==> config.mk <==
export PLATFORM = sky130hd
export DESIGN_NAME = serial_adder
export DESIGN_NICKNAME = d
export VERILOG_FILES = /design/src/rtl/serial_adder_pkg.sv /design/src/rtl/serial_adder_full_adder.sv /design/src/rtl/serial_adder.sv
export SDC_FILE = /design/constraint.sdc
export NUM_CORES = 1
export LEC_CHECK = 0
export CORE_MARGIN = 8
export CORE_UTILIZATION = 47
export CTS_BUF_LIST = sky130_fd_sc_hd__clkbuf_4 sky130_fd_sc_hd__clkbuf_8
export CTS_CLUSTER_SIZE = 25
export DETAILED_ROUTE_END_ITERATION = 8
export PLACE_DENSITY_LB_ADDON = 0.25
export SLEW_MARGIN = 20
export SYNTH_ARGS = -nofsm -noshare
export SYNTH_HDL_FRONTEND = slang
export SYNTH_SLANG_ARGS = --single-unit
==> constraint.sdc <==
create_clock -name clk -period 1.52 [get_ports clk]
set_input_delay 0.38 -clock clk [delete_from_list [all_inputs] [get_ports clk]]
set_output_delay 0.38 -clock clk [all_outputs]
set_load 0.02 [all_outputs]
==> src/rtl/serial_adder_pkg.sv <==
// Shared types and width limits for the bit-serial adder.
package serial_adder_pkg;

  typedef enum logic [1:0] {
    IDLE = 2'd0,
    RUN  = 2'd1,
    DONE = 2'd2
  } sa_state_e;

  localparam int SA_MIN_WIDTH = 2;
  localparam int SA_MAX_WIDTH = 64;

endpackage

==> src/rtl/serial_adder_full_adder.sv <==
// Single-bit full adder cell: s = a ^ b ^ cin, c = majority(a, b, cin).
module full_adder (
  input  logic a,
  input  logic b,
  input  logic cin,
  output logic c,
  output logic s
);

  assign s = a ^ b ^ cin;
  assign c = (a & b) | (cin & (a ^ b));

endmodule

==> src/rtl/serial_adder.sv <==
// Bit-serial WIDTH-bit adder: one full_adder cell, LSB-first, valid/ready on both sides.
// Define SERIAL_ADDER_SUB_EN to add a 'sub' input that turns the operation into A-B.
module serial_adder
  import serial_adder_pkg::*;
#(
  parameter int WIDTH = 8,
  parameter int CNT_W = $clog2(WIDTH + 1)
) (
  input  logic             clk,
  input  logic             rst_n,
  input  logic             in_valid,
  output logic             in_ready,
`ifdef SERIAL_ADDER_SUB_EN
  input  logic             sub,
`endif
  input  logic [WIDTH-1:0] a,
  input  logic [WIDTH-1:0] b,
  input  logic             cin,
  output logic             out_valid,
  input  logic             out_ready,
  output logic [WIDTH-1:0] sum,
  output logic             cout,
  output logic             busy
);

  if (WIDTH < SA_MIN_WIDTH || WIDTH > SA_MAX_WIDTH) begin : g_bad_width
    $error("serial_adder: WIDTH out of supported range");
  end

  sa_state_e        state_reg, state_next;
  logic [WIDTH-1:0] a_sh_reg, a_sh_next;
  logic [WIDTH-1:0] b_sh_reg, b_sh_next;
  logic [WIDTH-1:0] sum_sh_reg, sum_sh_next;
  logic [WIDTH-1:0] sum_reg, sum_next;
  logic             cout_reg, cout_next;
  logic             carry_reg, carry_next;
  logic [CNT_W-1:0] cnt_reg, cnt_next;

  logic             sub_en;
  logic [WIDTH-1:0] b_cap;
  logic             carry_init;
  logic             fa_c, fa_s;

`ifdef SERIAL_ADDER_SUB_EN
  assign sub_en = sub;
`else
  assign sub_en = 1'b0;
`endif

  // Subtraction is A + ~B + 1, so B is inverted on capture and carry seeded with 1.
  genvar gi;
  generate
    for (gi = 0; gi < WIDTH; gi++) begin : g_b_cap
      assign b_cap[gi] = b[gi] ^ sub_en;
    end
  endgenerate

  assign carry_init = sub_en ? 1'b1 : cin;

  full_adder u_fa (
    .a   (a_sh_reg[0]),
    .b   (b_sh_reg[0]),
    .cin (carry_reg),
    .c   (fa_c),
    .s   (fa_s)
  );

  always_ff @(posedge clk or negedge rst_n) begin
    if (!rst_n) begin
      state_reg  <= IDLE;
      a_sh_reg   <= '0;
      b_sh_reg   <= '0;
      sum_sh_reg <= '0;
      sum_reg    <= '0;
      cout_reg   <= 1'b0;
      carry_reg  <= 1'b0;
      cnt_reg    <= '0;
    end else begin
      state_reg  <= state_next;
      a_sh_reg   <= a_sh_next;
      b_sh_reg   <= b_sh_next;
      sum_sh_reg <= sum_sh_next;
      sum_reg    <= sum_next;
      cout_reg   <= cout_next;
      carry_reg  <= carry_next;
      cnt_reg    <= cnt_next;
    end
  end

  always_comb begin
    state_next  = state_reg;
    a_sh_next   = a_sh_reg;
    b_sh_next   = b_sh_reg;
    sum_sh_next = sum_sh_reg;
    sum_next    = sum_reg;
    cout_next   = cout_reg;
    carry_next  = carry_reg;
    cnt_next    = cnt_reg;
    in_ready    = 1'b0;
    out_valid   = 1'b0;
    busy        = 1'b1;

    case (state_reg)
      IDLE: begin
        in_ready = 1'b1;
        busy     = 1'b0;
        if (in_valid) begin
          a_sh_next  = a;
          b_sh_next  = b_cap;
          carry_next = carry_init;
          cnt_next   = '0;
          state_next = RUN;
        end
      end
      RUN: begin
        sum_sh_next = {fa_s, sum_sh_reg[WIDTH-1:1]};
        a_sh_next   = a_sh_reg >> 1;
        b_sh_next   = b_sh_reg >> 1;
        carry_next  = fa_c;
        cnt_next    = cnt_reg + CNT_W'(1);
        // This edge produces the top bit: publish the result as we enter DONE.
        if (cnt_reg == CNT_W'(WIDTH - 1)) begin
          sum_next   = {fa_s, sum_sh_reg[WIDTH-1:1]};
          cout_next  = fa_c;
          state_next = DONE;
        end
      end
      DONE: begin
        out_valid = 1'b1;
        if (out_ready) begin
          state_next = IDLE;
        end
      end
      default: begin
        state_next = IDLE;
      end
    endcase
  end

  assign sum  = sum_reg;
  assign cout = cout_reg;

endmodule
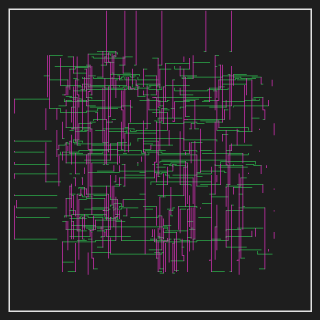
Figure 1: metal layers overlaid.
Drawn at 4 px/um. Two of the layers only.
legend:
  M1:
    colour: green
    wire_length: 1430 um
  M2:
    colour: magenta
    wire_length: 1650 um
drt wl/cell: 14.61 um
vias post-DR: 1231
GRT Overall Usage: 13.29%
DRT Wirelength: 3.419 mm

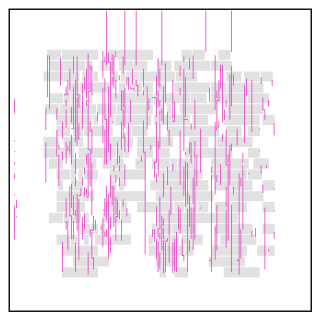
Figure 2: met2 routing.
Drawn at 4 px/um. Cells faint in the background.
main direction: vertical
share of all routed wire: 48%
wire length on this layer: 1650 um
nets with wire on the layer: 186
met2 Use GR: 21.79%

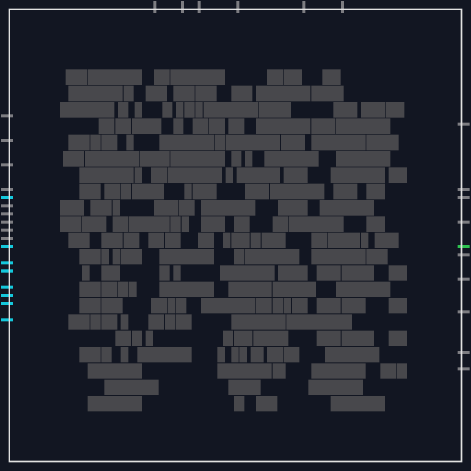
Figure 3: pin placement.
Drawn at 6 px/um. Pins as bars across the die edge, other pins in grey.
legend:
  `b`:
    colour: cyan
    pins: 8
    direction: input
    edge: left
  `out_valid`:
    colour: green
    pins: 1
    direction: output
    edge: right
all pins by edge: 17 left, 10 right, 6 top
port buffer count: 32
die y size: 75.12 um
DIE WIDTH: 75.12 um

[how the worst min path moves through the flow]
stage	start	to	cells past startpoint	slack, ns
6_report	rst_n	sum[3]	2	0.06
5_1_grt	rst_n	sum_sh_reg[4]	2	0.09
4_1_cts	rst_n	state_reg[0]	2	0.07
3_5_place_dp	rst_n	sum_sh_reg[2]	2	0.45
3_3_place_gp	rst_n	sum[0]	2	0.45
2_1_floorplan	rst_n	a_sh_reg[0]	0	0.08
[routing by layer]
layer  GRT usage, %  vias to the layer above  part of all wire, %
met4          6.304                        0                  1.6
met5              0                        -                    0
met1          14.90                      599                   42
li1               -                      589                    -
met2          21.79                       36                   48
met3          4.927                        7                  8.4
==> run_results.csv <==
group,metric,value,unit
cts,cts_max_path_buffers,2,
run_status,status,"complete, but fails checks",
critical_path,critPathSlowestCell,"dfrtp_1",
timing,finalClockPeriodUsage,101.6,%
synth,synthesis.nets,163,
critical_path,worstPathArrival,1.16,ns
synth,ys_sh_aoi,15.77,%
critical_path,path_cells,"buf_6 -> nor2b_4 -> buf_6",
placed_design,gp_congestion,0.7200,
finish,combGateArea,688.2,um^2
finish,drive_gt1_share,28.19,%
power_and_ir_drop,combPwrFrac,42.2,%
synth,ys_seq_share,59.41,%
timing,slew_violations,0,
critical_path,critical_path_depth,3,
finish,buf_share,20.69,%
cts,cts_resized,29,
critical_path,end_kind,"output port",
synth,yosys.area_share.simple,8.378,%
job,tool_warnings,28,
grt,grt_pass1_wl,5.678,mm
timing,period_needed,1.544,ns
placed_design,post-place-cells,222,
power_and_ir_drop,top_power_group,"combinational cells",
grt,grt_pass1_vias,1292,
critical_path,startpoint_type,"register",
power_and_ir_drop,switchingPower,0.001425,W
timing,grt_setup_unrepaired,"true",
finish,final_nets,210,
critical_path,timing.rr.end,"sum[1]",
run_status,violations,"negative setup slack",
placed_design,place_area,0.002088,mm^2
critical_path,cp_common_cell,"buf_6",
power_and_ir_drop,p_int,0.002836,W
critical_path,reg2reg_from,"state_reg[0]",
critical_path,path_buffers,2,
power_and_ir_drop,p_total,0.004261,W
grt,grt_max_degree,40,
synth,top_area_cell,"dfrtp_1",
grt,overflow,0,
synth,synth-edff-count,0,
finish,layout_top_cell,"dfrtp_1",
timing,worst_slew_pin_slew,0.4755,ns
timing,hold-worst-slack,0.06484,ns
cts,cts.reportedPaths.clkPinSlew,0.12,ns
timing,setup_slack,-0.02420,ns
power_and_ir_drop,p_leak,1.047,nW
finish,nClkBuffers,6,
finish,finalNonFillerCells,234,
timing,setup_viol,1,
critical_path,crit_start,"state_reg[0]",
synth,top_cell,"dfrtp_1",
floorplanning,row_count,21,
timing,relSlewSlack,68.30,%
finish,multi_input_comb_cells,89,
timing,clock_skew,0.01280,ns
floorplanning,core-area,0.003337,mm^2
synth,ys_sh_mux,11.58,%
cts,clockRootBuffer,"clkbuf_4",
finish,design_area,0.002298,mm^2
floorplanning,ios,33,
timing,fmax,647.6,MHz
